**src/rtl/uart_ocp_pkg.sv**
```systemverilog
// -----------------------------------------------------------------------------
// uart_ocp_pkg
// Shared encodings for the UART-to-OCP bridge master:
//   - OCP MCmd and SResp encodings
//   - status characters returned over the UART link ('K', 'E', 'T')
//   - FSM state enumeration (also exported on fsm_state for debug)
// -----------------------------------------------------------------------------
package uart_ocp_pkg;

    typedef enum logic [2:0] {
        OCP_CMD_IDLE = 3'b000,
        OCP_CMD_WR   = 3'b001,
        OCP_CMD_RD   = 3'b010
    } ocp_cmd_e;

    typedef enum logic [1:0] {
        OCP_RESP_NULL = 2'b00,
        OCP_RESP_DVA  = 2'b01,
        OCP_RESP_FAIL = 2'b10,
        OCP_RESP_ERR  = 2'b11
    } ocp_resp_e;

    localparam logic [7:0] STAT_OK  = 8'h4B;  // 'K'
    localparam logic [7:0] STAT_ERR = 8'h45;  // 'E'
    localparam logic [7:0] STAT_TMO = 8'h54;  // 'T'

    typedef enum logic [2:0] {
        ST_IDLE      = 3'd0,
        ST_GET_ADDR  = 3'd1,
        ST_GET_DATA  = 3'd2,
        ST_CMD       = 3'd3,
        ST_WAIT_RESP = 3'd4,
        ST_SEND_STAT = 3'd5,
        ST_SEND_DATA = 3'd6
    } state_e;

endpackage

```
**src/rtl/uart_ocp_master_if.sv**
```systemverilog
// -----------------------------------------------------------------------------
// uart_ocp_master_if
// Bundles the UART byte stream (rx/tx) and the OCP master bus of the
// UART-to-OCP bridge.
//   master modport : the bridge (uart_ocp_master)
//   slave modport  : the environment (UART + OCP slave side)
// Signals:
//   rx_valid/rx_data        received UART byte strobe
//   tx_valid/tx_data/tx_ready  byte to the UART transmitter (valid/ready)
//   MCmd/MAddr/MData/SCmdAccept  OCP request phase
//   SResp/SData/MRespAccept      OCP response phase
// -----------------------------------------------------------------------------
interface uart_ocp_master_if;
    logic       rx_valid;
    logic [7:0] rx_data;
    logic       tx_valid;
    logic [7:0] tx_data;
    logic       tx_ready;
    logic [2:0] MCmd;
    logic [7:0] MAddr;
    logic [7:0] MData;
    logic       SCmdAccept;
    logic [7:0] SData;
    logic [1:0] SResp;
    logic       MRespAccept;

    modport master (
        input  rx_valid, rx_data, tx_ready, SCmdAccept, SData, SResp,
        output tx_valid, tx_data, MCmd, MAddr, MData, MRespAccept
    );

    modport slave (
        output rx_valid, rx_data, tx_ready, SCmdAccept, SData, SResp,
        input  tx_valid, tx_data, MCmd, MAddr, MData, MRespAccept
    );
endinterface

```
**src/rtl/uart_ocp_master.sv**
```systemverilog
// -----------------------------------------------------------------------------
// uart_ocp_master
// Turns UART command frames into single OCP transactions and returns a status
// byte (and read data) over the UART transmitter.
//   Write frame: WR_CHAR, addr, data   -> reply 'K' / 'E' / 'T'
//   Read  frame: RD_CHAR, addr         -> reply 'K' + data, or 'E' / 'T'
// Ports:
//   clk        link clock, rising edge
//   rst_n      asynchronous active-low reset
//   bus        uart_ocp_master_if.master (UART rx/tx + OCP master signals)
//   overrun    sticky flag: byte received while the bridge was busy
//   fsm_state  current state encoding (debug)
// Configuration:
//   UART_OCP_TIMEOUT_EN  when defined, WAIT_RESP gives up after TMO_CYC
//                        cycles and answers 'T'; otherwise it waits forever.
// -----------------------------------------------------------------------------
module uart_ocp_master
    import uart_ocp_pkg::*;
#(
    parameter logic [7:0] WR_CHAR = 8'h57,
    parameter logic [7:0] RD_CHAR = 8'h52,
    parameter int         TMO_CYC = 255
) (
    input  logic                      clk,
    input  logic                      rst_n,
    uart_ocp_master_if.master         bus,
    output logic                      overrun,
    output logic [2:0]                fsm_state
);

    state_e     state_reg;
    ocp_cmd_e   op_reg;        // operation latched from the command byte
    ocp_cmd_e   mcmd_reg;
    logic [7:0] maddr_reg;
    logic [7:0] mdata_reg;
    logic       mresp_accept_reg;
    logic       tx_valid_reg;
    logic [7:0] tx_data_reg;
    logic [7:0] sdata_reg;     // read data held for the second reply byte
    logic       dva_reg;       // response was DVA (read data follows status)
    logic       overrun_reg;

`ifdef UART_OCP_TIMEOUT_EN
    // The response deadline is the edge at which the counter would reach
    // TMO_CYC, so SEND_STAT starts exactly TMO_CYC cycles after entry.
    localparam logic [7:0] TMO_LAST = 8'(TMO_CYC - 1);
    logic [7:0] tmo_cnt_reg;
`endif

    always_ff @(posedge clk or negedge rst_n) begin
        if (!rst_n) begin
            state_reg        <= ST_IDLE;
            op_reg           <= OCP_CMD_IDLE;
            mcmd_reg         <= OCP_CMD_IDLE;
            maddr_reg        <= 8'h00;
            mdata_reg        <= 8'h00;
            mresp_accept_reg <= 1'b0;
            tx_valid_reg     <= 1'b0;
            tx_data_reg      <= 8'h00;
            sdata_reg        <= 8'h00;
            dva_reg          <= 1'b0;
            overrun_reg      <= 1'b0;
`ifdef UART_OCP_TIMEOUT_EN
            tmo_cnt_reg      <= 8'h00;
`endif
        end else begin
            case (state_reg)
                ST_IDLE: begin
                    if (bus.rx_valid) begin
                        // Anything other than a command byte is silently dropped.
                        if (bus.rx_data == WR_CHAR) begin
                            op_reg    <= OCP_CMD_WR;
                            state_reg <= ST_GET_ADDR;
                        end else if (bus.rx_data == RD_CHAR) begin
                            op_reg    <= OCP_CMD_RD;
                            state_reg <= ST_GET_ADDR;
                        end
                    end
                end

                ST_GET_ADDR: begin
                    if (bus.rx_valid) begin
                        maddr_reg <= bus.rx_data;
                        if (op_reg == OCP_CMD_WR) begin
                            state_reg <= ST_GET_DATA;
                        end else begin
                            // Command is registered here so it is on the bus
                            // in the very first CMD cycle.
                            mcmd_reg  <= OCP_CMD_RD;
                            state_reg <= ST_CMD;
                        end
                    end
                end

                ST_GET_DATA: begin
                    if (bus.rx_valid) begin
                        mdata_reg <= bus.rx_data;
                        mcmd_reg  <= OCP_CMD_WR;
                        state_reg <= ST_CMD;
                    end
                end

                ST_CMD: begin
                    if (bus.rx_valid) overrun_reg <= 1'b1;
                    if (bus.SCmdAccept) begin
                        mcmd_reg         <= OCP_CMD_IDLE;
                        mresp_accept_reg <= 1'b1;
                        state_reg        <= ST_WAIT_RESP;
`ifdef UART_OCP_TIMEOUT_EN
                        tmo_cnt_reg      <= 8'h00;
`endif
                    end
                end

                ST_WAIT_RESP: begin
                    if (bus.rx_valid) overrun_reg <= 1'b1;
                    // A response always takes priority over the deadline.
                    if (ocp_resp_e'(bus.SResp) != OCP_RESP_NULL) begin
                        sdata_reg        <= bus.SData;
                        dva_reg          <= (ocp_resp_e'(bus.SResp) == OCP_RESP_DVA);
                        tx_data_reg      <= (ocp_resp_e'(bus.SResp) == OCP_RESP_DVA)
                                            ? STAT_OK : STAT_ERR;
                        tx_valid_reg     <= 1'b1;
                        mresp_accept_reg <= 1'b0;
                        state_reg        <= ST_SEND_STAT;
                    end
`ifdef UART_OCP_TIMEOUT_EN
                    else if (tmo_cnt_reg == TMO_LAST) begin
                        tmo_cnt_reg      <= tmo_cnt_reg + 8'd1;
                        dva_reg          <= 1'b0;
                        tx_data_reg      <= STAT_TMO;
                        tx_valid_reg     <= 1'b1;
                        mresp_accept_reg <= 1'b0;
                        state_reg        <= ST_SEND_STAT;
                    end else begin
                        tmo_cnt_reg <= tmo_cnt_reg + 8'd1;
                    end
`endif
                end

                ST_SEND_STAT: begin
                    if (bus.rx_valid) overrun_reg <= 1'b1;
                    if (bus.tx_ready) begin
                        if (op_reg == OCP_CMD_RD && dva_reg) begin
                            tx_data_reg <= sdata_reg;
                            state_reg   <= ST_SEND_DATA;
                        end else begin
                            tx_valid_reg <= 1'b0;
                            state_reg    <= ST_IDLE;
                        end
                    end
                end

                ST_SEND_DATA: begin
                    if (bus.rx_valid) overrun_reg <= 1'b1;
                    if (bus.tx_ready) begin
                        tx_valid_reg <= 1'b0;
                        state_reg    <= ST_IDLE;
                    end
                end

                default: begin
                    state_reg        <= ST_IDLE;
                    mcmd_reg         <= OCP_CMD_IDLE;
                    mresp_accept_reg <= 1'b0;
                    tx_valid_reg     <= 1'b0;
                end
            endcase
        end
    end

    assign bus.MCmd        = mcmd_reg;
    assign bus.MAddr       = maddr_reg;
    assign bus.MData       = mdata_reg;
    assign bus.MRespAccept = mresp_accept_reg;
    assign bus.tx_valid    = tx_valid_reg;
    assign bus.tx_data     = tx_data_reg;
    assign overrun         = overrun_reg;
    assign fsm_state       = state_reg;

endmodule

```
**src/flat_wrapper.sv**
```systemverilog
// flat-port wrapper written by rule: the top's interface ports become plain ports
module uart_ocp_master_flat import uart_ocp_pkg::*;
#(
    parameter logic [7:0] WR_CHAR = 8'h57,
    parameter logic [7:0] RD_CHAR = 8'h52,
    parameter int         TMO_CYC = 255
)
  (clk, rst_n, overrun, fsm_state, bus_rx_valid, bus_rx_data, bus_tx_ready, bus_SCmdAccept, bus_SData, bus_SResp, bus_tx_valid, bus_tx_data, bus_MCmd, bus_MAddr, bus_MData, bus_MRespAccept);
  uart_ocp_master_if bus_i ();
  input  logic clk;
  input  logic rst_n;
  output logic overrun;
  output logic [2:0] fsm_state;
  input wire logic [$bits(bus_i.rx_valid)-1:0] bus_rx_valid;
  input wire logic [$bits(bus_i.rx_data)-1:0] bus_rx_data;
  input wire logic [$bits(bus_i.tx_ready)-1:0] bus_tx_ready;
  input wire logic [$bits(bus_i.SCmdAccept)-1:0] bus_SCmdAccept;
  input wire logic [$bits(bus_i.SData)-1:0] bus_SData;
  input wire logic [$bits(bus_i.SResp)-1:0] bus_SResp;
  output wire logic [$bits(bus_i.tx_valid)-1:0] bus_tx_valid;
  output wire logic [$bits(bus_i.tx_data)-1:0] bus_tx_data;
  output wire logic [$bits(bus_i.MCmd)-1:0] bus_MCmd;
  output wire logic [$bits(bus_i.MAddr)-1:0] bus_MAddr;
  output wire logic [$bits(bus_i.MData)-1:0] bus_MData;
  output wire logic [$bits(bus_i.MRespAccept)-1:0] bus_MRespAccept;
  assign bus_i.rx_valid = bus_rx_valid;
  assign bus_i.rx_data = bus_rx_data;
  assign bus_i.tx_ready = bus_tx_ready;
  assign bus_i.SCmdAccept = bus_SCmdAccept;
  assign bus_i.SData = bus_SData;
  assign bus_i.SResp = bus_SResp;
  assign bus_tx_valid = bus_i.tx_valid;
  assign bus_tx_data = bus_i.tx_data;
  assign bus_MCmd = bus_i.MCmd;
  assign bus_MAddr = bus_i.MAddr;
  assign bus_MData = bus_i.MData;
  assign bus_MRespAccept = bus_i.MRespAccept;
  uart_ocp_master #(.WR_CHAR(WR_CHAR), .RD_CHAR(RD_CHAR), .TMO_CYC(TMO_CYC)) u_core (.clk(clk), .rst_n(rst_n), .bus(bus_i), .overrun(overrun), .fsm_state(fsm_state));
endmodule
```
**config.mk**
```make
export PLATFORM = sky130hd
export DESIGN_NAME = uart_ocp_master_flat
export DESIGN_NICKNAME = d
export VERILOG_FILES = /design/src/rtl/uart_ocp_pkg.sv /design/src/rtl/uart_ocp_master_if.sv /design/src/rtl/uart_ocp_master.sv /design/src/flat_wrapper.sv
export SDC_FILE = /design/constraint.sdc
export NUM_CORES = 1
export LEC_CHECK = 0
export CORE_ASPECT_RATIO = 0.8
export CORE_MARGIN = 5
export CORE_UTILIZATION = 51
export DETAILED_ROUTE_END_ITERATION = 8
export HOLD_SLACK_MARGIN = 0.15
export PLACE_DENSITY = 0.95
export SYNTH_ARGS = -nofsm -noshare
export SYNTH_HDL_FRONTEND = slang
export SYNTH_SLANG_ARGS = --single-unit
```
**constraint.sdc**
```tcl
create_clock -name clk -period 2.4 [get_ports clk]
set_input_delay 0.36 -clock clk [delete_from_list [all_inputs] [get_ports clk]]
set_output_delay 0.36 -clock clk [all_outputs]
set_load 0.05 [all_outputs]
```
Wiring by layer:
Drawn at 4 px/um.
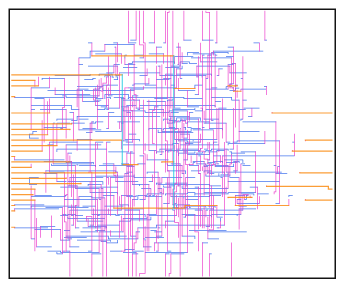
legend:
  blue:
    layer: M1
    wire_length: 1820 um
  magenta:
    layer: M2
    wire_length: 2150 um
  orange:
    layer: M3
    wire_length: 376 um
  cyan:
    layer: M4
    wire_length: 60.5 um

Where the registers sit:
Drawn at 3 px/um. Other sequential cells in the stronger gray, the rest of the logic in the fainter gray.
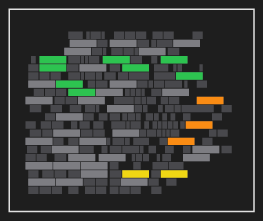
legend:
  green:
    netlist_name: u_core.sdata_reg
    flops: 8
  orange:
    netlist_name: u_core.fsm_state
    flops: 3
  yellow:
    netlist_name: u_core.bus.MCmd
    flops: 2
not colored: 30

Track usage over the die:
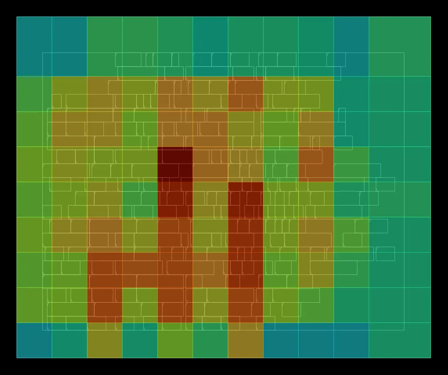
global-route usage over all layers: 18.4%
global routing's busiest layer: met2
Global Route met3 Usage: 8.11%

==> results.txt <==
On the backend side, the flow ran end to end.

The setup skew after layout stands at 5.08 ps. The detailed router's first-iteration violation count stands at 105. Per the post-route antenna check, the number of violating nets is 0. STA classifies the critical path endpoint as a primary output. The pin count of the biggest net entering global routing stands at 44. Buffers inserted to repair hold after CTS numbered 0. The sum of internal, switching and leakage power stands at 4.23 mW. The shortest period the worst path allows stands at 2240 ps.

By area the synthesized netlist is led by sky130_fd_sc_hd__dfrtp_1 52%, sky130_fd_sc_hd__mux2_2 14%, sky130_fd_sc_hd__buf_6 3.8%. The global-route met1 utilization stands at 22.4%. The peak supply drop stands at 1.04 mV. The pre-CTS setup slack stands at 397 ps.

The initial antenna violation count is 0. The count of pins on the block boundary stands at 56. The flow ran to the end, and the final reports show no timing, DRC or antenna violations. The clock passes through at most 2 buffers. In this run the worst path has a maximum fanout of 13. Summed over all cells, the static leakage comes to 1.17 nW.

The post-route netlist has 22.1% of its cells at a drive strength greater than 1. The placed instance area stands at 2590 um2. When the netlist entered floorplanning its net count stood at 186. In this design, the largest share of critical-path delay is due to buffers and inverters. The post-synthesis instance area stands at 2060 um2. The clock-pin transition on the worst setup and hold timing paths stands at 80 ps. The min-delay analysis places its worst path in the category input pin to asynchronous set/reset pin. After the last flow step, the layout net total stands at 240. The gate count of the mapped netlist stands at 163. The met3 layer wire length in the routed design stands at 376 um. Clock tree synthesis selected as its root buffer the cell sky130_fd_sc_hd__clkbuf_8. The yosys synthesis chip area stands at 2060 um2. The number of buffer and inverter stages on the critical path stands at 1. The number of H-tree branching levels stands at 2.

Listed in order, past its start point the critical path passes clkdlybuf4s50_1. Setup repair after global routing left no endpoint under its margin. The congestion estimate from routability-driven global placement came to 0.796. For the final routed database, the setup TNS stands at 0 ps. Post-CTS repair ended up resizing 0 cells. The HPWL after detailed placement stands at 3220 um. The finished layout holds 272 standard cells, fillers aside. After detailed routing, the total wire length is 4410 um.

Between the synthesized netlist and the finished layout, the area growth was recorded as 30.9%. For reference, the placement row count at floorplan is 20. The script parses the final routing iteration and logs DRC violations as 0.

The number of different library cells in the post-synthesis netlist stands at 37. The floorplan die area stands at 5430 um2. The worst pin sits at a relative slew slack of 38.8%. The floorplan step set the die width to 81.1 um. The Yosys warning count stands at 0. The critical path in this run is classified as flip-flop to primary output.

The actual transition at the worst max-transition pin stands at 918 ps. The iteration count recorded for the first detailed-route pass is 4. Measured on the finished design, the core utilization comes to 70.1%.

TritonCTS built the clock tree. The via count stands at 1404. The met2 routing resource usage after global routing stands at 28.8%. The floorplan core density stands at 53.5%. The worst stage delay on the critical path stands at 900 ps. The antenna diode count stands at 0. The via count of the first global-routing pass is 1511. The number of maximum-capacitance violations stands at 0.

The worst hold margin stands at 184 ps. The cell count after placement stands at 265. The length of routed met2 wiring stands at 2150 um. The CTS buffer count stands at 5. The share of the Yosys chip area taken by registers is 52.2%. The overall overflow remaining after global route stands at 0. According to the timing report, the arrival time at the worst endpoint equals 1880 ps. The worst-skew pair later-pin latency stands at 300 ps. The area of the core region stands at 3850 um2. The worst setup path is launched from a flip-flop.

The flop and latch count out of synthesis stands at 43. The final tally of max-slew violations stands at 0. The vertical die dimension stands at 66.9 um. The timing report shows that the slowest cell on the worst path is sky130_fd_sc_hd__clkdlybuf4s50_1.

The final standard cell area without fillers stands at 2700 um2. The tally of filler cells in the layout stands at 263. In this run the tools logged warnings totalling 26. The met1 wire length stands at 1820 um. The routed wire length per instance stands at 16.2 um. The final number of hold-violating endpoints stands at 0. The number of standard cells reported by yosys stands at 163. For this run, the detailed router reports a per-instance via density of 5.16. The portion of synthesized cell area occupied by the leading cell type stands at 52.2%. The first-pass GRT wire length stands at 7300 um.

The power density normalized to cell area stands at 1570 nW/um2. Summed over all instances, the cell type with the most area after synthesis is sky130_fd_sc_hd__dfrtp_1. The clock net sink count stands at 43. The timing-limited maximum frequency stands at 447 MHz. The share of the clock period used by the worst path stands at 93.2%. The critical path data required time stands at 2040 ps. After detailed routing, no signal wire sits above met4.

In this run the tool buffered the top-level ports with 54 buffer cells. In the final report, the number of endpoints failing setup comes to 0. A synthesized cell averages 12.7 um2. After layout, the worst setup slack is 163 ps. Post-CTS timing repair inserted 0 buffers for setup.
I/O nets highlighted:
Drawn at 4 px/um.
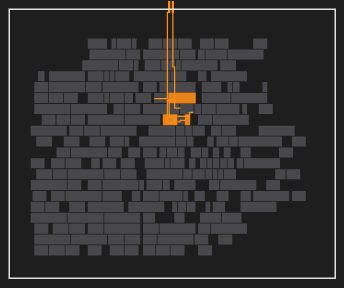
legend:
  orange:
    port: bus_SResp
    bits: 2
    direction: input
    end_cells: 4
    buffers: 2
    wire: 78.7 um

Pin map:
Drawn at 3 px/um. Pins as bars across the die edge, other pins in gray.
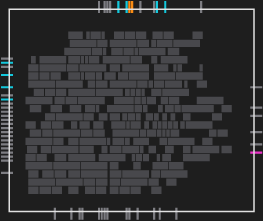
legend:
  orange:
    port: bus_SResp
    pins: 2
    direction: input
    edge: top
  cyan:
    port: bus_SData
    pins: 8
    direction: input
    edge: 4 left, 4 top
  magenta:
    port: overrun
    pins: 1
    direction: output
    edge: right

[cell families (layout without fill, tap and decap cells)]
logic type,count (synthesis),in the layout,synth area share [%]
flops,43,43,52.2
compound gates,28,28,8.25
xor+xnor,2,2,0.849
simple gates,36,36,13.2
mux,35,35,19.3
buf+inv,18,72,6.13
other cells,1,1,0.182
[cells in the mapped netlist, drive strengths merged]
cell type,instances
o31ai,2
nor3b,2
xnor2,1
nor3,3
a21oi,9
nand4b,1
o21a,1
nand3b,1
xor2,1
inv,8
nand2b,7
a2bb2oi,1
a21o,4
mux2i,6
conb,1
nand4bb,1
o41ai,1
or3b,1
nor2,5
and3b,1
and2b,1
o21ai,9
mux2,29
nand2,7
and2,2
and3,1
o32ai,1
nand3,3
buf,10
dfrtp,43
[area by class of cell]
cell class	instances	area (um2)	area share, %
flip-flops and latches	43	1080	39.9
multi-input cells	102	861	31.9
repair buffers	57	558	20.7
clock buffers	5	68.8	2.55
well taps	55	68.8	2.55
clock inverters	2	37.5	1.39
inverters	8	30.0	1.11
[power breakdown]
group | internal, mW | switching (mW)
Combinational | 0.943 | 1.44
Clock | 0.304 | 0.251
Sequential | 1.06 | 0.242
Total | 2.30 | 1.93
[cell usage in the layout (no fill, tap or decap), types with 2 or more instances in the layout]
cell | Yosys | routed
sky130_fd_sc_hd__nor3b_4 | 2 | 2
sky130_fd_sc_hd__clkbuf_8 | 0 | 5
sky130_fd_sc_hd__nand2b_1 | 7 | 7
sky130_fd_sc_hd__a21o_1 | 3 | 3
sky130_fd_sc_hd__mux2i_1 | 6 | 6
sky130_fd_sc_hd__clkdlybuf4s50_1 | 0 | 53
sky130_fd_sc_hd__nor3_4 | 2 | 2
sky130_fd_sc_hd__o31ai_1 | 2 | 2
sky130_fd_sc_hd__o21ai_0 | 9 | 9
sky130_fd_sc_hd__nand2_1 | 7 | 7
sky130_fd_sc_hd__mux2_2 | 26 | 26
sky130_fd_sc_hd__inv_1 | 8 | 8
sky130_fd_sc_hd__buf_4 | 1 | 3
sky130_fd_sc_hd__mux2_4 | 3 | 3
sky130_fd_sc_hd__a21oi_1 | 9 | 9
sky130_fd_sc_hd__nor2_1 | 4 | 4
sky130_fd_sc_hd__dfrtp_1 | 43 | 43
sky130_fd_sc_hd__nand3_1 | 3 | 3
[worst paths after layout]
| kind | from | to | slack [ps] | depth (start not counted) |
|---|---|---|---|---|
| setup / recovery | u_core.fsm_state[0]$_DFFE_PN0P_ | fsm_state[0] | 160 | 1 |
| hold / removal | rst_n | u_core.sdata_reg[4]$_DFFE_PN0P_ | 180 | 1 |
| setup reg to reg | u_core.fsm_state[0]$_DFFE_PN0P_ | u_core.bus.MCmd[1]$_DFFE_PN0P_ | 580 | 4 |
| hold reg to reg | u_core.overrun$_DFFE_PN0P_ | u_core.overrun$_DFFE_PN0P_ | 480 | 1 |
| max in group asynchronous | rst_n | u_core.fsm_state[2]$_DFFE_PN0P_ | 1630 | 1 |
| min in group clk | u_core.overrun$_DFFE_PN0P_ | u_core.overrun$_DFFE_PN0P_ | 480 | 1 |
Power figures rest on the tool's default switching activity, not on a simulated workload.
